==> src/rtl/adc_conv_scheduler.sv <==
// adc_conv_scheduler: round-robin sharing of one SAR ADC between NUM_REQ requesters.
// Define ADC_SCHED_TIMEOUT_EN to add a TIMEOUT_CYCLES conversion watchdog.
module adc_conv_scheduler #(
   parameter int NUM_BITS       = 4,
   parameter int NUM_REQ        = 4,
   parameter int SETTLE_CYCLES  = 2,
   parameter int TIMEOUT_CYCLES = 64,
   localparam int IDW = $clog2(NUM_REQ)
) (
   input  logic                 clk_i,
   input  logic                 rst_n_i,
   input  logic [NUM_REQ-1:0]   req_i,
   input  logic [2*NUM_REQ-1:0] req_rate_i,
   output logic [NUM_REQ-1:0]   grant_o,
   output logic                 rsp_valid_o,
   output logic [IDW-1:0]       rsp_id_o,
   output logic [NUM_BITS-1:0]  rsp_data_o,
   output logic                 rsp_timeout_o,
   output logic                 busy_o,
   output logic                 adc_rst_n_o,
   output logic [1:0]           adc_sample_rate_o,
   output logic [IDW-1:0]       adc_mux_sel_o,
   input  logic [NUM_BITS-1:0]  adc_d_out_i,
   input  logic                 adc_eoc_i
);
   localparam int SW = $clog2(SETTLE_CYCLES + 1);
   localparam logic [SW-1:0] SET_LAST = SW'(SETTLE_CYCLES - 1);
   typedef enum logic [1:0] {IDLE, SETTLE, CONV, DONE} state_t;
   state_t state_q, state_d;
   logic [IDW-1:0] rr_ptr_q, rr_ptr_d, win;
   logic [SW-1:0] settle_q, settle_d;
   logic [NUM_REQ-1:0] grant_q, grant_d;
   logic rsp_valid_q, rsp_valid_d, busy_q, busy_d, adc_rst_n_q, adc_rst_n_d;
   logic [IDW-1:0] rsp_id_q, rsp_id_d, mux_q, mux_d;
   logic [NUM_BITS-1:0] rsp_data_q, rsp_data_d;
   logic [1:0] rate_q, rate_d;
`ifdef ADC_SCHED_TIMEOUT_EN
   localparam int TW = $clog2(TIMEOUT_CYCLES + 1);
   localparam logic [TW-1:0] TO_LAST = TW'(TIMEOUT_CYCLES - 1);
   logic [TW-1:0] wdog_q, wdog_d;
   logic rsp_timeout_q, rsp_timeout_d;
`endif

   if (NUM_REQ < 2 || SETTLE_CYCLES < 1 || TIMEOUT_CYCLES < 1) begin : g_bad_param
      $error("adc_conv_scheduler: invalid parameter value");
   end

   // Descending scan, last hit wins: the first set bit at or after rr_ptr.
   always_comb begin
      win = rr_ptr_q;
      for (int i = NUM_REQ - 1; i >= 0; i--)
         if (req_i[(int'(rr_ptr_q) + i) % NUM_REQ]) win = IDW'((int'(rr_ptr_q) + i) % NUM_REQ);
   end

   always_comb begin
      state_d     = state_q;
      rr_ptr_d    = rr_ptr_q;
      settle_d    = settle_q;
      grant_d     = '0;
      rsp_valid_d = 1'b0;
      rsp_id_d    = rsp_id_q;
      rsp_data_d  = rsp_data_q;
      adc_rst_n_d = 1'b0;
      rate_d      = rate_q;
      mux_d       = mux_q;
`ifdef ADC_SCHED_TIMEOUT_EN
      wdog_d        = wdog_q;
      rsp_timeout_d = rsp_timeout_q;
`endif
      case (state_q)
         IDLE: if (|req_i) begin
            state_d      = SETTLE;
            grant_d[win] = 1'b1;
            mux_d        = win;
            rate_d       = req_rate_i[2*win +: 2];
            rr_ptr_d     = IDW'((int'(win) + 1) % NUM_REQ);
            settle_d     = '0;
         end
         SETTLE: if (settle_q == SET_LAST) begin
            state_d     = CONV;
            adc_rst_n_d = 1'b1;
`ifdef ADC_SCHED_TIMEOUT_EN
            wdog_d = '0;
`endif
         end else settle_d = settle_q + 1'b1;
         CONV: begin
            adc_rst_n_d = 1'b1;
            if (adc_eoc_i) begin
               state_d     = DONE;
               rsp_valid_d = 1'b1;
               rsp_id_d    = mux_q;
               rsp_data_d  = adc_d_out_i;
               adc_rst_n_d = 1'b0;
`ifdef ADC_SCHED_TIMEOUT_EN
               rsp_timeout_d = 1'b0;
            end else if (wdog_q == TO_LAST) begin
               state_d       = DONE;
               rsp_valid_d   = 1'b1;
               rsp_id_d      = mux_q;
               rsp_data_d    = '0;
               rsp_timeout_d = 1'b1;
               adc_rst_n_d   = 1'b0;
            end else wdog_d = wdog_q + 1'b1;
`else
            end
`endif
         end
         default: state_d = IDLE;
      endcase
      busy_d = state_d != IDLE;
   end

   always_ff @(posedge clk_i) begin
      if (!rst_n_i) begin
         state_q     <= IDLE;
         rr_ptr_q    <= '0;
         settle_q    <= '0;
         grant_q     <= '0;
         rsp_valid_q <= 1'b0;
         rsp_id_q    <= '0;
         rsp_data_q  <= '0;
         busy_q      <= 1'b0;
         adc_rst_n_q <= 1'b0;
         rate_q      <= '0;
         mux_q       <= '0;
`ifdef ADC_SCHED_TIMEOUT_EN
         wdog_q        <= '0;
         rsp_timeout_q <= 1'b0;
`endif
      end else begin
         state_q     <= state_d;
         rr_ptr_q    <= rr_ptr_d;
         settle_q    <= settle_d;
         grant_q     <= grant_d;
         rsp_valid_q <= rsp_valid_d;
         rsp_id_q    <= rsp_id_d;
         rsp_data_q  <= rsp_data_d;
         busy_q      <= busy_d;
         adc_rst_n_q <= adc_rst_n_d;
         rate_q      <= rate_d;
         mux_q       <= mux_d;
`ifdef ADC_SCHED_TIMEOUT_EN
         wdog_q        <= wdog_d;
         rsp_timeout_q <= rsp_timeout_d;
`endif
      end
   end

   assign grant_o           = grant_q;
   assign rsp_valid_o       = rsp_valid_q;
   assign rsp_id_o          = rsp_id_q;
   assign rsp_data_o        = rsp_data_q;
   assign busy_o            = busy_q;
   assign adc_rst_n_o       = adc_rst_n_q;
   assign adc_sample_rate_o = rate_q;
   assign adc_mux_sel_o     = mux_q;
`ifdef ADC_SCHED_TIMEOUT_EN
   assign rsp_timeout_o = rsp_timeout_q;
`else
   assign rsp_timeout_o = 1'b0;
`endif
endmodule
==> config.mk <==
export PLATFORM = sky130hd
export DESIGN_NAME = adc_conv_scheduler
export DESIGN_NICKNAME = d
export VERILOG_FILES = /design/src/rtl/adc_conv_scheduler.sv
export SDC_FILE = /design/constraint.sdc
export NUM_CORES = 1
export LEC_CHECK = 0
export ABC_AREA = 1
export CAP_MARGIN = 20
export CORE_UTILIZATION = 45
export DETAILED_ROUTE_END_ITERATION = 10
export PLACE_DENSITY = 0.76
export SYNTH_ARGS = -nofsm -noshare
export SYNTH_HDL_FRONTEND = slang
export SYNTH_SLANG_ARGS = --single-unit
==> constraint.sdc <==
create_clock -name clk_i -period 2.45 [get_ports clk_i]
set_clock_uncertainty 0.2 [all_clocks]
set_input_delay 0.3675 -clock clk_i [delete_from_list [all_inputs] [get_ports clk_i]]
set_output_delay 0.3675 -clock clk_i [all_outputs]
set_load 0.01 [all_outputs]
Fig. 1: run 1, routed clock nets over the placement
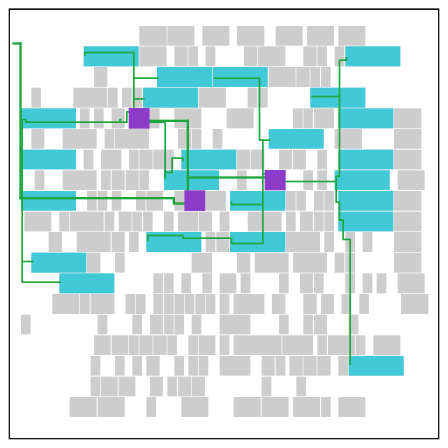
[cyan] flip-flops | count: 23
[green] clock wires | length: 260 µm
[purple] clock-net drivers | count: 3
routed clock nets: 4
clk ins delay skew pair: 310 ps
P_clk: 170 µW
Clk pwr share: 8.9%

Fig. 2: run 1, wiring by layer
The bar under the picture is 20 µm long.
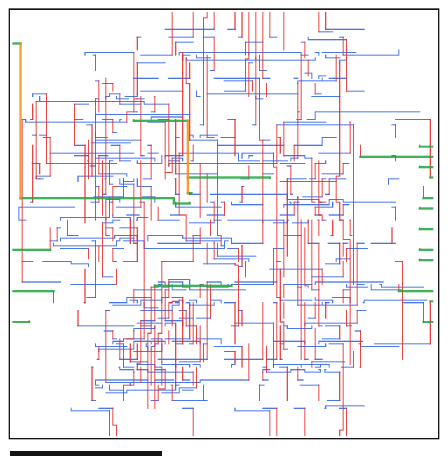
[green] M3 | wire length: 90.6 µm
[blue] M1 | wire length: 1,190 µm
[orange] M4 | wire length: 29.9 µm
[red] M2 | wire length: 1,180 µm
vias post-DR: 1,247
final wirelength: 2.486 mm

==> results_dict.tcl, run 1 <==
# place-and-route summary
set metrics [dict create \
    pin_count 37 \
    dpl_cell_area_um2 1723 \
    ys_top_cells_by_count "nand2_1 (38), inv_1 (34), nor2_1 (26), dfxtp_1 (23), nand3_1 (14)" \
    syn_to_final_growth_pct 31.24 \
    ctsResizeCount 0 \
    drc 0 \
    synth_nets 225 \
    rsz0062_at_grt "no" \
    rows 19 \
    first_iter_violations 34 \
    postCtsSetupBuffers 0 \
    cts_tree "built" \
    antenna_cells 0 \
    netlist_instances 196 \
    routabilityCongestion 0.8503 \
    fp_util_pct 47.95 \
    wl_per_cell_um 9.346 \
    crit_type "flop to flop" \
    drive_above_1_share_pct 11.06 \
    ys_sh_simple_pct 31.61 \
    grt_pass1_vias 1076 \
    synthTopCellsByArea "dfxtp_1 (35%), nand2_1 (11%), inv_1 (9.6%)" \
    viasPerCell 4.688 \
    critical_path.cell_chain "nand2_1 > o21ai_1 > nand2_1 > nand2_1 > nand2_2 > nand2_4 > nand2_4 > nand2_4 > nand2_4 > ha_1 > o21ai_0 > a21oi_1" \
    yosysChipArea_um2 1334 \
    warning_count 33 \
    core_area_um2 2781 \
    synth_area_per_cell_um2 6.805 \
    crit_path_start_kind "flop" \
    fill_cells 269 \
    p_per_area_nw_per_um2 1100 \
    postRouteAntennaNets 0 \
    synth_warnings 0 \
    syn_area_um2 1334 \
    synthTopLogicFamily "simple AND/OR/NAND/NOR gates" \
    h-tree-depth 1 \
    track_usage_pct 17.12 \
    yosys.area.top_type_share_pct 34.52 \
    vdd_drop_max_mv 0.8501 \
    cp.arrival_ps 2090 \
    slowest_delay_ps 580 \
    final-max-slew-violation-count 0 \
    setup_tns_ps 0 \
    drt_pre_antenna_iters 4 \
    hold_path_class "flop to flop" \
    clk_pin_slew_worst_paths_ps 130 \
    fin_crit_ps 2070 \
    synth_top_cell_by_count "nand2_1" \
    synthArstFlopShare_pct 0 \
    grt_first_pass_wirelength_mm 4.416 \
    cp_common_cell "nand2_4" \
    synth.distinct_cells 23 \
    ys_ff 23 \
    xor_area_share_pct 0 \
    aoi_share_pct 10.32 \
    die_width_um 56.44 \
    cts_buffers 3 \
    fmax_mhz 483.1 \
    yosysSeqAreaShare_pct 34.52 \
    required_ps 2470 \
    dp_hpwl_mm 2.004 \
    port_buffers 35 \
    grt-ovfl-total 0 \
    status "finished clean" \
    ys_sh_adder_pct 9.381 \
    cp_slowest_cell "dfxtp_1" \
    die_h_um 56.44 \
    fin_crit_sh_pct 84.48 \
    cts_buffer_depth 2 \
    grt_antenna_before_repair 0 \
    endpoint_kind "flop" \
    p_leak_nw 0.8872 \
    die-area_um2 3185 \
    nets 265 \
    cp_max_fo 9 \
    ys_cells 196 \
    stdcell_area_um2 1750 \
    ys_sh_mux_pct 0 \
    grt_max_degree 14 \
    setup_viol 0 \
    ff_type "dfxtp_1" \
    synth_area_leader_cell "dfxtp_1" \
    edf_count 0 \
    cts_sinks 23 \
    hold_violations 0 \
    root_buffer "clkbuf_4" \
    holdBufCountCts 0 \
    cap_violations 0 \
]
Fig. 3: run 1, port wiring
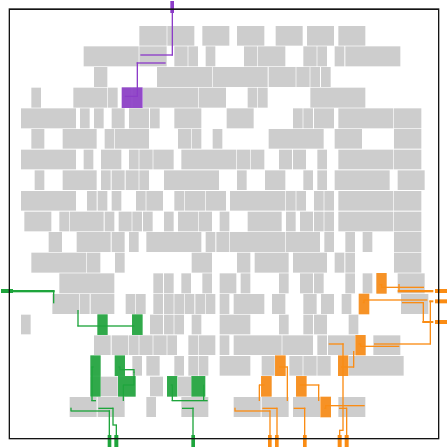
[green] req_i | bits: 4 | direction: input | end cells: 8 | buffers: 4 | wire: 57.3 µm
[orange] req_rate_i | bits: 8 | direction: input | end cells: 8 | buffers: 8 | wire: 104 µm
[purple] adc_eoc_i | bits: 1 | direction: input | end cells: 2 | buffers: 1 | wire: 19.4 µm

==> run 1: flip-flops by register name (all words and copies together), names as in the netlist <==
register,count
grant_o,4
rsp_data_o,4
adc_mux_sel_o,2
adc_sample_rate_o,2
rr_ptr_q,2
rsp_id_o,2
settle_q,2
state_q,2
adc_rst_n_o,1
busy_o,1
rsp_valid_o,1
==> run 1: per-stage QoR <==
step	setup slack, ps	hold WS [ps]	power (mW)	util [%]	std cells
final	380.2	267.8	1.925	62.93	266
after global routing	229.2	287.9	2.137	62.93	266
after CTS	383.5	277.7	1.945	62.93	266
after detailed placement	60.92	260.9	1.769	61.94	262
after global placement	132.9	245.1	1.750	61.94	262
after floorplan	634.9	233.2	1.442	-	196
==> run 1: final timing paths <==
| check | start | to | slack (ps) | depth (start not counted) |
|---|---|---|---|---|
| worst max register to register | rr_ptr_q[0]$_SDFFE_PN0P_ | rr_ptr_q[1]$_SDFFE_PN0P_ | 380 | 12 |
| worst min-delay path | settle_q[1]$_SDFFE_PN0P_ | settle_q[1]$_SDFFE_PN0P_ | 270 | 2 |
| worst max-delay path | rr_ptr_q[0]$_SDFFE_PN0P_ | rr_ptr_q[1]$_SDFFE_PN0P_ | 380 | 12 |
| worst min register to register | settle_q[1]$_SDFFE_PN0P_ | settle_q[1]$_SDFFE_PN0P_ | 270 | 2 |
==> run 1: power breakdown <==
part	switching (mW)	leakage [nW]	internal, mW
Combinational	0.687	0.681	0.501
Clock	0.109	0.0177	0.0610
Sequential	0.0810	0.188	0.486
Total	0.878	0.887	1.05
==> run 1: placed cells by master (no fill, tap or decap) <==
cell type        netlist  layout
ha_1                  10      10
nand2_2                5       5
o31ai_1                1       1
nand3_1               14      14
nand4_1                1       1
buf_4                  1       3
inv_1                 34      34
dfxtp_1               23      23
inv_2                  7       7
nor3_1                 1       1
nor2_2                 1       1
o21ai_1                2       2
inv_6                  1       1
a21oi_1               11      11
clkinv_2               0       1
nand2_1               38      38
conb_1                 1       1
clkdlybuf4s50_1        0      35
nand3_4                1       1
o211ai_1               2       2
o21ai_0               10      10
nor2_1                26      26
clkbuf_4               0       3
nand2_4                4       4
==> run 1: routing by layer <==
metal  vias to the layer above  wire length [µm]  global-route usage (%)
met5                         -                 0                       0
li1                        678                 -                       -
met4                         0                29                   5.226
met1                       543              1188                   21.11
met3                         5                90                   3.687
met2                        21              1177                   29.58
==> run 1: critical path, delay by kind of cell, from the launching register on <==
family | cells | cell delay, ps
compound gates | 3 | 320
flops | 1 | 580
fa+ha+maj | 1 | 270
simple gates | 8 | 600
==> run 1: layout make-up <==
class / count / area, µm² / area share [%]
clock buffer: 3 / 22.52 / 1.287
clock inverter: 1 / 5.005 / 0.2859
inverter: 42 / 162.7 / 9.292
multi-input combinational: 128 / 688.2 / 39.31
sequential: 23 / 460.4 / 26.30
tap: 31 / 38.79 / 2.216
timing repair buffer: 38 / 372.9 / 21.30
Fig. 4: run 1, placement view
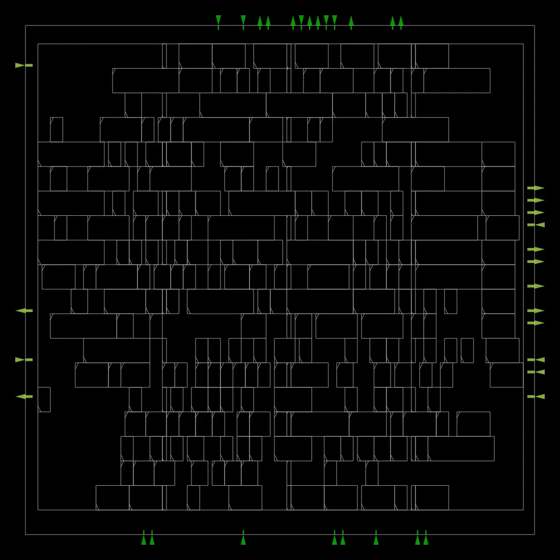

## Run 2: what changed since run 1
Settings changed: CORE_UTILIZATION 45 to 43.
Clock period 2.45 ns to 1.8 ns, I/O delays scaled along.
Fig. 5: run 2, placement view
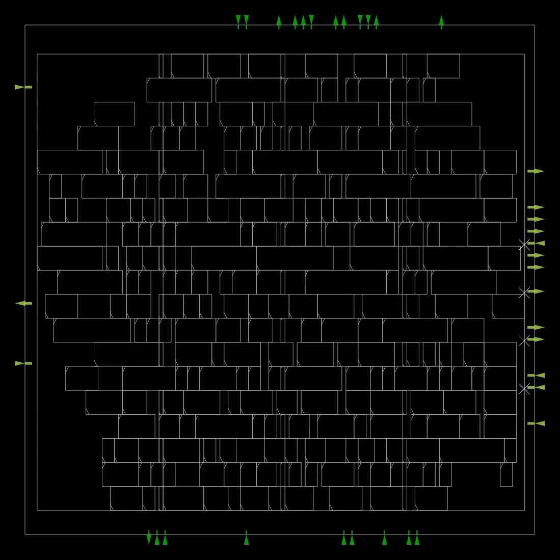
Row Count: 19
fraction of area in registers: 22.68%
FILL cells: 232

==> run 2 against run 1 <==
Final cell count is 5.6% higher; utilization rose by 9.4 points; routed wire length grew 23%; power up 78%; combinational power increased by 100%; the flow now finishes with violations (design-rule violations, negative setup slack); largest cell class unchanged; highest routed layer unchanged; flip-flop count unchanged; first-iteration DRC count is 53% higher; die size grew 4.5%.
==> results_dict.tcl, run 2 <==
# place-and-route summary
set metrics [dict create \
    warning_count 34 \
    clk_pin_slew_worst_paths_ps 130 \
    cts_buffer_depth 2 \
    endpoint_kind "flop" \
    syn_area_um2 1334 \
    synth.distinct_cells 23 \
    root_buffer "clkbuf_4" \
    die_width_um 57.70 \
    lay_top_count "clkdlybuf4s50_1" \
    core_area_um2 2853 \
    combGateArea_um2 847.1 \
    final-max-slew-violation-count 0 \
    grt-ovfl-total 0 \
    viasPerCell 4.829 \
    drc 4 \
    yosysSeqAreaShare_pct 34.52 \
    synthArstFlopShare_pct 0 \
    setup_viol 6 \
    failed_checks "design-rule violations, negative setup slack" \
    routabilityCongestion 0.8420 \
    final.setup.worst_slack_ps -93.80 \
    synthTopCellsByArea "dfxtp_1 (35%), nand2_1 (11%), inv_1 (9.6%)" \
    vias 1357 \
    reg2reg_depth 12 \
    final_cells 281 \
    fmax_mhz 528.0 \
    crit_type "flop to flop" \
    hold_path_class "flop to flop" \
    reg2reg_from "rr_ptr_q[0]$_SDFFE_PN0P_" \
    final_layout_top_logic_cells "clkdlybuf4s50_1 (33), inv_1 (32), nor2_1 (26)" \
    seq_area_um2 467.9 \
    die_h_um 57.70 \
    cts_sinks 23 \
    grt_antenna_before_repair 0 \
    synth_area_per_cell_um2 6.805 \
    worstReg2RegEnd "rr_ptr_q[1]$_SDFFE_PN0P_" \
    cp.arrival_ps 1900 \
    whs_ps 269.6 \
    port_buffers 35 \
    syn_to_final_growth_pct 54.69 \
    routed_wirelength_mm 3.070 \
    ff_type "dfxtp_1" \
    crit_path_start_kind "flop" \
    fin_crit_sh_pct 105.2 \
    clk_latency_ps 300 \
    rrSetupSlack_ps -90 \
    yosysChipArea_um2 1334 \
    rsz0062_at_grt "yes" \
    drive_above_1_share_pct 30.40 \
    p_leak_nw 1.019 \
    pin_count 37 \
    dpl_cell_area_um2 1841 \
    ys_cells 196 \
    nets 280 \
    hold_violations 0 \
    synth_nets 225 \
    fp_util_pct 46.75 \
    drt_pre_antenna_iters 8 \
    dpl.cell_count 276 \
    synth_area_leader_cell "dfxtp_1" \
    stdcell_area_um2 2063 \
    antenna_cells 0 \
    status "finished, violations left" \
    p_per_area_nw_per_um2 1661 \
    first_iter_violations 52 \
    ys_top_cells_by_count "nand2_1 (38), inv_1 (34), nor2_1 (26), dfxtp_1 (23), nand3_1 (14)" \
    required_ps 1810 \
    cts_tree "built" \
    total_power_mw 3.427 \
    ys_ff 23 \
    wl_per_cell_um 10.93 \
    cap_violations 0 \
    crit_start "rr_ptr_q[0]$_SDFFE_PN0P_" \
    hold_depth 2 \
]
==> run 2: cell counts after synthesis <==
Identical to the previous run, type by type.
==> run 2: kinds of logic (layout without fill, tap and decap cells) <==
family	after synthesis	count (layout)	share of synthesized area (%)
flops	23	23	34.52
other cells	1	1	0.2812
simple gates	91	91	31.61
buf+inv	45	99	13.88
fa+ha+maj	10	10	9.381
compound gates	26	26	10.32
==> run 2: through the flow <==
step | setup slack, ps | setup TNS (ps) | util [%]
6_report | -93.80 | -263.8 | 72.32
4_1_cts | 2.842 | 0 | 65.22
3_5_place_dp | -389.4 | -3081 | 64.52
3_3_place_gp | -337.1 | -2603 | 64.52
5_1_grt | -173.2 | -992.8 | 72.32
2_1_floorplan | 10.12 | 0 | -
==> run 2: where the power goes <==
group	switching, mW	internal [mW]
logic	1.32	1.10
clock network	0.148	0.0828
registers	0.103	0.674
total	1.57	1.86
==> run 2: worst max-delay path by stage <==
stage	endpoint	slack [ps]	cells past startpoint
final	rr_ptr_q[1]$_SDFFE_PN0P_	-90	12
after CTS	rr_ptr_q[1]$_SDFFE_PN0P_	3	13
after detailed placement	rr_ptr_q[1]$_SDFFE_PN0P_	-390	13
after floorplan	rr_ptr_q[1]$_SDFFE_PN0P_	10	14
after global placement	rr_ptr_q[1]$_SDFFE_PN0P_	-340	13
after global routing	rr_ptr_q[1]$_SDFFE_PN0P_	-170	14
==> run 2: cell type report <==
cell class                      count  share of cell area [%]
Clock buffer                        3                   1.092
Clock inverter                      1                  0.2426
Inverter                           42                   8.490
Multi-Input combinational cell    128                   41.06
Sequential cell                    23                   22.68
Tap cell                           31                   1.880
Timing Repair Buffer               53                   24.56
==> run 2: timing repair <==
| item | in CTS | in global routing |
|---|---|---|
| setup buffers | 0 | 2 |
| pin swaps | 6 | 17 |
| endpoints found under the setup margin | 3 | 7 |
| gates resized | 8 | 48 |
| hold buffers | 0 | 0 |
==> run 2: critical path, stage by stage (launching register included) <==
cell	delay [ps]
dfxtp_4	380
buf_12	120
clkinv_8	80
nand2_4	70
nand2_4	70
o21ai_1	150
nand2_1	80
nand2_1	70
nand2_1	70
nand2_2	130
ha_4	220
o21ai_2	140
a21oi_2	40
==> run 2: routing by layer <==
metal,GRT usage [%],wire length [µm]
met3,4.018,123
met2,31.06,1584
met5,0,0
met1,21.04,1348
met4,3.741,13
Power is estimated from default activity; no workload was simulated.
